$ cat config.mk
export PLATFORM = sky130hd
export DESIGN_NAME = ext_pipe
export DESIGN_NICKNAME = d
export VERILOG_FILES = /design/src/rtl/ext_pipe.sv
export SDC_FILE = /design/constraint.sdc
export NUM_CORES = 1
export LEC_CHECK = 0
export CAP_MARGIN = 20
export CORE_MARGIN = 1.5
export CORE_UTILIZATION = 30
export CTS_CLUSTER_SIZE = 30
export DETAILED_ROUTE_END_ITERATION = 8
export GPL_TIMING_DRIVEN = 0
export SYNTH_ARGS = -nofsm -noshare
export SYNTH_HDL_FRONTEND = slang
export SYNTH_SLANG_ARGS = --single-unit
$ cat constraint.sdc
create_clock -name clk -period 5.93 [get_ports clk]
set_input_delay 1.186 -clock clk [delete_from_list [all_inputs] [get_ports clk]]
set_output_delay 1.186 -clock clk [all_outputs]
set_load 0.01 [all_outputs]
$ cat src/rtl/ext_pipe.sv
// ext_pipe: pipelined immediate / load-data extender with valid-ready handshake.
// Extension happens combinationally at the input and the result is registered
// into stage 0. It then moves through STAGES elastic register stages.
// Optional macro EXT_PIPE_COUNT_EN adds a 32-bit output-transfer counter (xfer_cnt).
module ext_pipe #(
    parameter int unsigned IMM_W  = 16,
    parameter int unsigned DATA_W = 32,
    parameter int unsigned STAGES = 2
) (
    input  logic                        clk,
    input  logic                        rst,
    input  logic                        in_valid,
    output logic                        in_ready,
    input  logic [2:0]                  in_mode,
    input  logic [IMM_W-1:0]            in_imm,
    input  logic [DATA_W-1:0]           in_data,
    input  logic [$clog2(DATA_W/8)-1:0] in_off,
    output logic                        out_valid,
    input  logic                        out_ready,
    output logic [DATA_W-1:0]           out_data,
    output logic                        out_err
`ifdef EXT_PIPE_COUNT_EN
    ,
    output logic [31:0]                 xfer_cnt
`endif
);

    typedef enum logic [2:0] {
        MODE_ZEXT  = 3'b000,
        MODE_SEXT  = 3'b001,
        MODE_UPPER = 3'b010,
        MODE_LB    = 3'b011,
        MODE_LBU   = 3'b100,
        MODE_LH    = 3'b101,
        MODE_LHU   = 3'b110,
        MODE_PASS  = 3'b111
    } mode_e;

    logic [DATA_W-1:0]              shifted;
    logic [7:0]                     lane_b;
    logic [15:0]                    lane_h;
    logic [DATA_W-1:0]              ext_data;
    logic                           ext_err;

    logic [STAGES-1:0]              vld_q, vld_d;
    logic [STAGES-1:0][DATA_W-1:0]  data_q, data_d;
    logic [STAGES-1:0]              err_q, err_d;
    logic [STAGES-1:0]              load;
    logic                           full_tail;

    // Input-side extension: lane select by byte offset (little-endian), then extend.
    always_comb begin
        shifted  = in_data >> {in_off, 3'b000};
        lane_b   = shifted[7:0];
        lane_h   = shifted[15:0];
        ext_data = '0;
        ext_err  = 1'b0;
        case (mode_e'(in_mode))
            MODE_ZEXT:  ext_data = DATA_W'(in_imm);
            MODE_SEXT:  ext_data = DATA_W'($signed(in_imm));
            MODE_UPPER: ext_data = DATA_W'(in_imm) << (DATA_W - IMM_W);
            MODE_LB:    ext_data = DATA_W'($signed(lane_b));
            MODE_LBU:   ext_data = DATA_W'(lane_b);
            MODE_LH: begin
                if (in_off[0]) ext_err  = 1'b1;
                else           ext_data = DATA_W'($signed(lane_h));
            end
            MODE_LHU: begin
                if (in_off[0]) ext_err  = 1'b1;
                else           ext_data = DATA_W'(lane_h);
            end
            MODE_PASS:  ext_data = in_data;
            default:    ext_data = '0;
        endcase
    end

    // Stage load enables: the backward ready chain load[i] = !vld[i] | load[i+1]
    // is flattened to out_ready | (some stage from i to the end is empty).
    always_comb begin
        full_tail = 1'b1;
        load      = '0;
        for (int unsigned j = 0; j < STAGES; j++) begin
            full_tail             = full_tail & vld_q[STAGES-1-j];
            load[STAGES-1-j]      = out_ready | ~full_tail;
        end
        in_ready = load[0];
    end

    // Next-state for stage registers. Data is updated only when a valid item
    // arrives, so the output stage retains its last value while empty.
    always_comb begin
        vld_d  = vld_q;
        data_d = data_q;
        err_d  = err_q;
        if (load[0]) begin
            vld_d[0] = in_valid;
            if (in_valid) begin
                data_d[0] = ext_data;
                err_d[0]  = ext_err;
            end
        end
        for (int unsigned i = 1; i < STAGES; i++) begin
            if (load[i]) begin
                vld_d[i] = vld_q[i-1];
                if (vld_q[i-1]) begin
                    data_d[i] = data_q[i-1];
                    err_d[i]  = err_q[i-1];
                end
            end
        end
    end

    // Stage registers with asynchronous reset.
    always_ff @(posedge clk or posedge rst) begin
        if (rst) begin
            vld_q  <= '0;
            data_q <= '0;
            err_q  <= '0;
        end else begin
            vld_q  <= vld_d;
            data_q <= data_d;
            err_q  <= err_d;
        end
    end

    assign out_valid = vld_q[STAGES-1];
    assign out_data  = data_q[STAGES-1];
    assign out_err   = err_q[STAGES-1];

`ifdef EXT_PIPE_COUNT_EN
    logic [31:0] cnt_q, cnt_d;

    // Output transfer counter; wraps naturally at 32 bits.
    always_comb begin
        cnt_d = cnt_q;
        if (out_valid && out_ready) cnt_d = cnt_q + 32'd1;
    end

    // Counter register.
    always_ff @(posedge clk or posedge rst) begin
        if (rst) cnt_q <= '0;
        else     cnt_q <= cnt_d;
    end

    assign xfer_cnt = cnt_q;
`endif

endmodule

### Congestion heat map

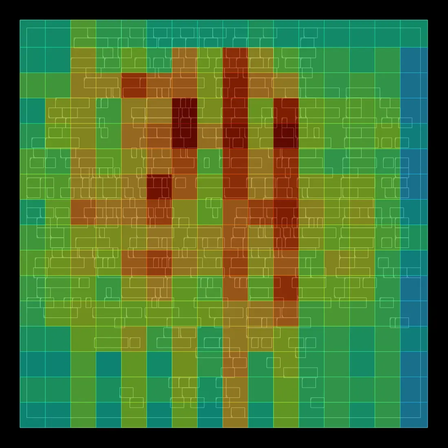
gr busiest metal: met2
met2 Track Usage GR: 26.7%

### PDN straps and rails

Scale: 4 px per um. Pins as bars on the die edge.
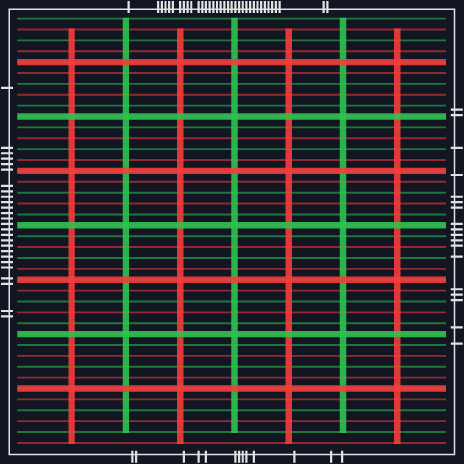
[VDD] green
[VSS] red
met5 straps: 7
met4 straps: 7
signal pins: 92
rows: 39
met1 rails: 40
core box area: 11400 um2
maximum vdd drop: 0.000145 V
Die Wd: 111 um
Die Ht: 111 um

==> impl_metrics.toml <==
# generated from flow reports
[job]
openroad.warnings = 26
cap_violations = 0

[sta]
finalSetupViolCount = 0
layout_setup_ws_ns = 2.32
finalCritPeriodShare_pct = 60.9
max_slew_margin_pct = 47.6
rsz0062_at_grt = "false"
hold_ws_ns = 0.489
tightest_slew_ns = 0.786
fin_tns_setup_ns = 0
fin_worst_skew_ns = 0.00545
report.final.slew_viol_count = 0
max_freq_mhz = 277

[setup_path]
startpoint_type = "primary input"
critPathKind = "primary input to output pin"
cp_slowest_stage_delay_ns = 0.58
crit_family = "buffers and inverters"
r2r.worst_path.cells = 6
cp.required_ns = 4.74
critPathBufInv = 2
cp.depth = 3
path_cells = "clkdlybuf4s50_1 -> nand3b_1 -> clkdlybuf4s50_1"
cp-startpoint = "out_ready"
path_max_fanout = 5
end_kind = "output pin"
reg2reg_from = "vld_q[1]"

[cells_and_area]
logic_area_um2 = 1440
fin_util_pct = 43.0
flop_area_um2 = 1700
syn_to_final_growth_pct = 39.9
fill_cells = 1102
fin_cells = 554
final_layout_size_suffix_gt1_share_pct = 24.3
fin_area_um2 = 4890
n_antenna_cell = 0
nets = 463

[power]
p_int_mw = 1.18
seqPwrFrac_pct = 37.8
p_leak_nw = 2.05
p_clk_share_pct = 33.2
combPwrFrac_pct = 29.0
power_density_nw_per_um2 = 328

[clock_tree]
clk_pin_slew_ns = 0.06
cts-htree-levels = 3
cts_tree = "built"
cts_buffer_depth = 2
cts_buffers = 9
clockRootBuffer = "clkbuf_16"
cts_setup_buffers = 0
clock_sinks = 68
cts-hold-fix-buffers = 0
ctsResizeCount = 0
clk_latency_ns = 0.33

[min_path]
hold_path_class = "flip-flop to flip-flop"
min_path_cells = 2
hold_start = "err_q[0]"

[grt]
antenna_found_initial = 0
grt_max_degree = 40
grt_util_all_layers_pct = 16.4
grt_pass1_vias = 2899
overflow = 0

[logic_synthesis]
synthDistinctLibCells = 40
ys.flops = 68
yosysCellCount = 304
syn_nets = 361
syn_area_um2 = 3500
yosysSeqAreaShare_pct = 48.7
yosys_warnings = 0
ys_chip_area_um2 = 3500
avgSynthCellArea_um2 = 11.5

[detailed_routing]
detail_route.first_pass.iterations = 8
avgRoutedWirePerCell_um = 17.8
drc = 0
viasPerCell = 5.14
drtIter0Drc = 223
ant_nets = 0

[place]
pre_cts_ws_ns = 2.32
routabilityCongestion = 0.869
dpl.cell_count = 538
hpwlAfterDp_um = 7540
place_area_um2 = 4600
port-buffer-count = 90

[floorplanning]
ios = 92
die_area_um2 = 12300

[status]
outcome = "finished, final reports clean"
### M4 wires

Scale: 3 px per um.
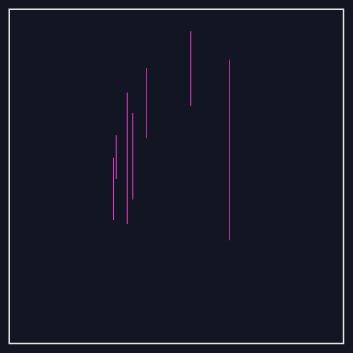
wire length on this layer: 214 um
main direction: vertical
longest straight run: 59.8 um
via count: 2847
total wire length: 9880 um

## cells in the mapped netlist (all sizes together)
cell type | number | area [um2]
nor2 | 19 | 71.3
a222oi | 12 | 120
o21ai | 2 | 10.0
o211ai | 1 | 7.51
nand2 | 23 | 86.3
xor2 | 1 | 8.76
o22ai | 1 | 6.26
a41oi | 1 | 27.5
o211a | 1 | 10.0
a22oi | 15 | 113
and2 | 2 | 12.5
o2111ai | 1 | 8.76
nand3 | 2 | 10.0
a221oi | 2 | 17.5
mux4 | 7 | 158
and3 | 2 | 12.5
nor2b | 1 | 6.26
a31oi | 1 | 6.26
mux2i | 2 | 20.0
buf | 42 | 292
maj3 | 1 | 10.0
a32oi | 2 | 17.5
nor3 | 1 | 5.00
o21bai | 1 | 11.3
a21oi | 16 | 80.1
and3b | 1 | 8.76
inv | 6 | 22.5
nand2b | 4 | 25.0
clkbuf | 12 | 45.0
dfrtp | 68 | 1700
mux2 | 35 | 394
and4 | 1 | 11.3
o31ai | 1 | 12.5
o311ai | 16 | 140
nand3b | 1 | 7.51
## power by group through the flow
stage                     Combinational [mW]  Sequential [mW]  Clock (mW)
after global placement                 0.462            0.615           0
final                                  0.466            0.607       0.533
after CTS                              0.471            0.609       0.541
after floorplan                        0.267            0.599           0
after detailed placement               0.468            0.617           0
after global routing                   0.499            0.622       0.561
## layout by cell type (no fill, tap or decap), types with 6 or more instances in the layout
master and instances:
clkbuf_16 9, buf_4 32, nand2_1 23, o311ai_1 10, clkbuf_1 14, clkdlybuf4s50_1 90, mux2_2 35, nor2_1 19
o311ai_0 6, a21oi_1 16, dfrtp_1 68, a22oi_1 15, a222oi_1 12, mux4_2 7
## registers in the layout, summed over array words and instances (netlist names)
register,count
vld_q,2
data_q,32
err_q,2
out_data,32
## logic make-up after synthesis
| kind of cell | Yosys count | share of synthesized area (%) |
|---|---|---|
| AND-OR/OR-AND | 73 | 16.8 |
| AND/OR/NAND/NOR | 57 | 7.34 |
| XOR/XNOR | 1 | 0.251 |
| adder cells (fa/ha/maj) | 1 | 0.286 |
| buffers and inverters | 60 | 10.3 |
| flip-flops | 68 | 48.7 |
| multiplexers | 44 | 16.4 |
## tightest hold or removal path, cell delays in order (launching register included)
cell     delay (ns)
dfrtp_1        0.35
nand2_1        0.05
o21ai_0        0.06
## routing by layer
metal / part of all wire (%) / up-vias / global-route usage [%]
met2: 48 / 113 / 26.7
li1: - / 1314 / -
met3: 6.1 / 18 / 3.17
met1: 43 / 1402 / 21.2
met5: 0 / - / 0
met4: 2.2 / 0 / 7.01
## path summary, 6_finish.rpt
path / to / slack [ns]
max: in_ready / 2.32
min: err_q[0] / 0.49
max reg2reg: data_q[13] / 4.05
min reg2reg: err_q[0] / 0.49
max in group asynchronous: data_q[8] / 4.00
min in group asynchronous: out_data[28] / 1.29
## layout make-up
class / count / area share (%)
Multi-Input combinational cell: 176 / 29.3
Clock inverter: 4 / 0.998
Clock buffer: 12 / 5.04
Inverter: 6 / 0.460
Buffer: 54 / 6.88
Timing Repair Buffer: 91 / 18.8
Sequential cell: 68 / 34.8
Tap cell: 143 / 3.66
Power and IR drop assume default switching activity.
